Sequential cells grouped by signal name:
Bar = 20 um. Other sequential cells in the stronger gray, the rest of the logic in the fainter gray.
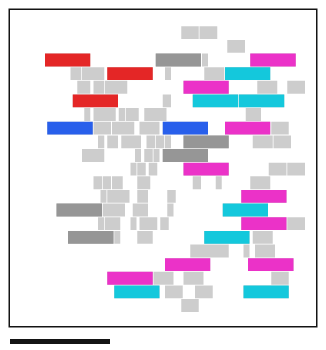
Placement by cell class:
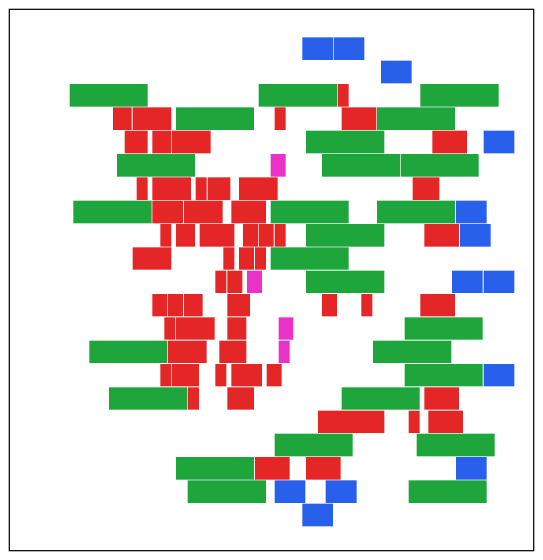
The clock network:
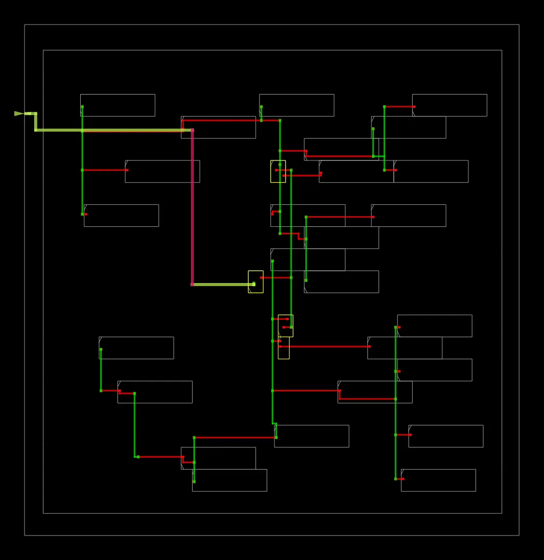
**src/rtl/serial_paralelo_rx.sv**
```systemverilog
// Single-lane serial-to-parallel receiver: comma-based byte alignment,
// link activation after SYNC_COUNT aligned commas, {valid, data} word rebuild.
module serial_paralelo_rx #(
   parameter int              WIDTH      = 8,
   parameter logic [WIDTH-1:0] COMMA     = 8'hBC,
   parameter int              SYNC_COUNT = 4
) (
   input  logic             clk16f,
   input  logic             reset,
   input  logic             serial,
   output logic [WIDTH:0]   paralelo_out,
   output logic             word_strobe,
   output logic             active
);

   localparam int CW = (WIDTH > 1) ? $clog2(WIDTH) : 1;
   localparam int NW = (SYNC_COUNT > 0) ? $clog2(SYNC_COUNT + 1) : 1;
   localparam logic [CW-1:0] LAST_BIT  = CW'(WIDTH - 1);
   localparam logic [NW-1:0] SYNC_LAST = NW'(SYNC_COUNT);

   typedef enum logic [1:0] {
      HUNT   = 2'd0,
      ALIGN  = 2'd1,
      ACTIVE = 2'd2
   } state_t;

   state_t              state_r, state_nx;
   // Only the last WIDTH-1 bits are kept; the oldest one is never needed.
   logic [WIDTH-2:0]    sr_r;
   logic [CW-1:0]       bit_cnt_r, bit_cnt_nx;
   logic [NW-1:0]       comma_cnt_r, comma_cnt_nx;
   logic [NW-1:0]       comma_inc_s;
   logic [WIDTH-1:0]    cand_s;
   logic                boundary_s;
   logic                is_comma_s;
   logic                strobe_s;

   function automatic logic [WIDTH:0] decode_word(input logic [WIDTH-1:0] w);
      if (w == COMMA) begin
         decode_word = {1'b0, COMMA};
      end else begin
         decode_word = {1'b1, w};
      end
   endfunction

   assign cand_s      = {sr_r, serial};
   assign boundary_s  = (bit_cnt_r == LAST_BIT);
   assign is_comma_s  = (cand_s == COMMA);
   assign comma_inc_s = comma_cnt_r + NW'(1);

   // Next-state, alignment counters and word strobe decision
   always_comb begin
      state_nx     = state_r;
      bit_cnt_nx   = bit_cnt_r;
      comma_cnt_nx = comma_cnt_r;
      strobe_s     = 1'b0;
      case (state_r)
         HUNT: begin
            bit_cnt_nx = '0;
            if (is_comma_s) begin
               state_nx     = ALIGN;
               comma_cnt_nx = NW'(1);
            end else begin
               state_nx     = HUNT;
               comma_cnt_nx = '0;
            end
         end
         ALIGN: begin
            if (boundary_s) begin
               bit_cnt_nx = '0;
               if (!is_comma_s) begin
                  state_nx     = HUNT;
                  comma_cnt_nx = '0;
               end else if (comma_inc_s == SYNC_LAST) begin
                  state_nx     = ACTIVE;
                  comma_cnt_nx = '0;
               end else begin
                  comma_cnt_nx = comma_inc_s;
               end
            end else begin
               bit_cnt_nx = bit_cnt_r + CW'(1);
            end
         end
         ACTIVE: begin
            if (boundary_s) begin
               bit_cnt_nx = '0;
               strobe_s   = 1'b1;
            end else begin
               bit_cnt_nx = bit_cnt_r + CW'(1);
            end
         end
         default: begin
            state_nx     = HUNT;
            bit_cnt_nx   = '0;
            comma_cnt_nx = '0;
         end
      endcase
   end

   // State, shift history and registered outputs
   always_ff @(posedge clk16f or posedge reset) begin
      if (reset) begin
         state_r      <= HUNT;
         sr_r         <= '0;
         bit_cnt_r    <= '0;
         comma_cnt_r  <= '0;
         paralelo_out <= '0;
         word_strobe  <= 1'b0;
         active       <= 1'b0;
      end else begin
         state_r      <= state_nx;
         sr_r         <= cand_s[WIDTH-2:0];
         bit_cnt_r    <= bit_cnt_nx;
         comma_cnt_r  <= comma_cnt_nx;
         word_strobe  <= strobe_s;
         active       <= (state_nx == ACTIVE);
         if (strobe_s) begin
            paralelo_out <= decode_word(cand_s);
         end
      end
   end

endmodule

```
**config.mk**
```make
export PLATFORM = sky130hd
export DESIGN_NAME = serial_paralelo_rx
export DESIGN_NICKNAME = d
export VERILOG_FILES = /design/src/rtl/serial_paralelo_rx.sv
export SDC_FILE = /design/constraint.sdc
export NUM_CORES = 1
export LEC_CHECK = 0
export CAP_MARGIN = 10
export CORE_AREA = 2 2 59 61
export CTS_BUF_LIST = sky130_fd_sc_hd__clkbuf_2
export DETAILED_ROUTE_END_ITERATION = 10
export DIE_AREA = 0 0 61 63
export GPL_TIMING_DRIVEN = 0
export PLACE_DENSITY = 0.5
export REMOVE_ABC_BUFFERS = 1
export SETUP_SLACK_MARGIN = 0.02
export SYNTH_ARGS = -nofsm -noshare
export SYNTH_HDL_FRONTEND = slang
export SYNTH_SLANG_ARGS = --single-unit
```
**constraint.sdc**
```tcl
create_clock -name clk16f -period 2.3 [get_ports clk16f]
set_input_delay 0.345 -clock clk16f [delete_from_list [all_inputs] [get_ports clk16f]]
set_output_delay 0.345 -clock clk16f [all_outputs]
set_load 0.02 [all_outputs]
```
==> reports/metrics.yaml <==
outcome:
  status: "completed"
synthesis:
  syn-instance-count: 83
  ys_types: 24
  yosysTopAreaCellShare_pct: 59.5
  avgSynthCellArea_um2: 13.2
  area_leaders: "dfrtp_1, ha_1, mux2_2, nand2_1, inv_1"
  synth_flops: 26
route:
  vias_per_cell: 4.43
  num_vias: 643
timing:
  rsz0062_at_grt: "no"
  setup-violations-final: 0
  tns_ns: 0
  finalMaxSlewViolations: 0
  period_used_pct: 81.3
  setup_ws_ns: 0.430
clocking:
  cts_buffers: 3
  clockRootBuffer: "clkbuf_2"
  hold_buffers: 0
  clock_path_buffers: 2
  cts_resized: 0
  cts_tree: "built"
worst_setup_path:
  cp_cell_sequence: "inv_1 > ha_1 > a21o_1 > or4b_1 > o21ai_1"
  crit_fanout: 8
  cp-end-kind: "flop"
  crit_arrival_ns: 2.15
min_path:
  hold_class: "flop to flop"
global_routing:
  first_global_vias: 642
  grt_pass1_wl_um: 3040
  grt_max_degree: 27
placed_design:
  dpl-instance-area_um2: 1280
  io_buffers: 13
  gp_congestion: 0.727
layout:
  synthToLayoutAreaGrowth_pct: 18.5
  mostFrequentLayoutCell: "dfrtp_1"
floorplanning:
  fp_util_pct: 33.8
  die_w_um: 61
  die-area_um2: 3840
pwr:
  leakage_nw: 0.633
About 'sequential cells grouped by signal name':
| name in the netlist | color | flops |
|---|---|---|
| state_r | blue | 2 |
| sr_r | cyan | 7 |
| paralelo_out | magenta | 9 |
| bit_cnt_r | red | 3 |
not colored: 5
register area: 651 um2
fin util: 40.1%

About 'placement by cell class':
| class | color | cells |
|---|---|---|
| sequential cells | green | 26 |
| clock drivers and dummy loads | magenta | 4 |
| remaining buffers and delay cells | blue | 13 |
| remaining logic cells | red | 56 |
fin area: 1300 um2
core area: 3230 um2
FP Rows: 21

About 'the clock network':
flip-flops: 26
clock latency on the worst-skew pair: 0.33 ns
number of clock buffers in the layout: 3
Clock Skew: 0.00888 ns

-- cells by family (layout without fill, tap and decap cells) --
kind of cell / Yosys count / count (layout) / share of synthesized area, %
xor gates and xnor gates: 1 / 1 / 0.801
buffers and inverters: 8 / 24 / 2.75
muxes: 9 / 9 / 9.15
and+or+nand+nor: 18 / 18 / 10.6
adders and majority gates: 8 / 8 / 9.15
DFF: 26 / 26 / 59.5
AOI/OAI and AO/OA: 13 / 13 / 8.01
-- sequential cells by signal, summed over array words and instances (netlist names) --
signal        count
paralelo_out      9
sr_r              7
bit_cnt_r         3
comma_cnt_r       3
state_r           2
active            1
word_strobe       1
-- synthesized netlist by cell type --
cell type   n
ha_1        8
o21ai_1     2
o221a_2     1
nand4_1     1
a21oi_1     3
and2_1      3
dfrtp_1    26
mux2_2      8
o41ai_1     1
nand2_1     8
inv_1       6
nor4_4      1
inv_2       1
a32oi_1     1
nor3b_1     2
or4b_1      1
a21o_1      1
nor2b_1     1
xor2_1      1
clkbuf_1    1
a41o_2      1
o21ai_0     3
nand4b_1    1
mux2i_1     1
-- where the power goes --
part           switching (mW)  internal [mW]  total (mW)
clock network           0.127         0.0378       0.165
registers             0.00543          0.465       0.471
logic                  0.0132        0.00648      0.0197
total                   0.146          0.510       0.655
-- layout make-up --
type	instances	area, um2
Clock inverter	1	3.75
Fill cell	318	1940
Sequential cell	26	651
Tap cell	46	57.6
Clock buffer	3	15.0
Multi-Input combinational cell	49	413
Timing Repair Buffer	13	130
Inverter	7	26.3
-- per-stage QoR --
step                      total power, mW  hold WS (ns)
after detailed placement            0.500         0.391
final                               0.655         0.427
after floorplan                     0.488         0.362
after global routing                0.685         0.451
after global placement              0.499         0.380
after CTS                           0.669         0.432
-- critical path, delay by kind of cell, from the launching register on --
kind,cells,cell delay (ns)
DFF,1,0.48
AOI/OAI and AO/OA,2,0.44
buffers and inverters,1,0.11
and+or+nand+nor,1,0.52
adders and majority gates,1,0.27
-- path summary, 6_finish.rpt --
kind	slack, ns	from	cells after the start	endpoint
max	0.43	state_r[1]$_DFF_PP0_	5	comma_cnt_r[2]$_DFFE_PP0P_
min	0.43	sr_r[5]$_DFF_PP0_	0	sr_r[6]$_DFF_PP0_
max reg2reg	0.43	state_r[1]$_DFF_PP0_	5	comma_cnt_r[2]$_DFFE_PP0P_
min reg2reg	0.43	sr_r[5]$_DFF_PP0_	0	sr_r[6]$_DFF_PP0_
max in group asynchronous	1.23	reset	2	sr_r[0]$_DFF_PP0_
min in group asynchronous	0.49	reset	2	word_strobe$_DFF_PP0_
-- metal layers --
| layer | vias to the layer above | track usage, % | wire [um] |
|---|---|---|---|
| li1 | 322 | - | - |
| met2 | 8 | 16.4 | 843 |
| met5 | - | 0 | 0 |
| met4 | 0 | 4.89 | 19 |
| met1 | 311 | 13.9 | 795 |
| met3 | 2 | 2.48 | 54 |
Power figures rest on the tool's default switching activity, not on a simulated workload.
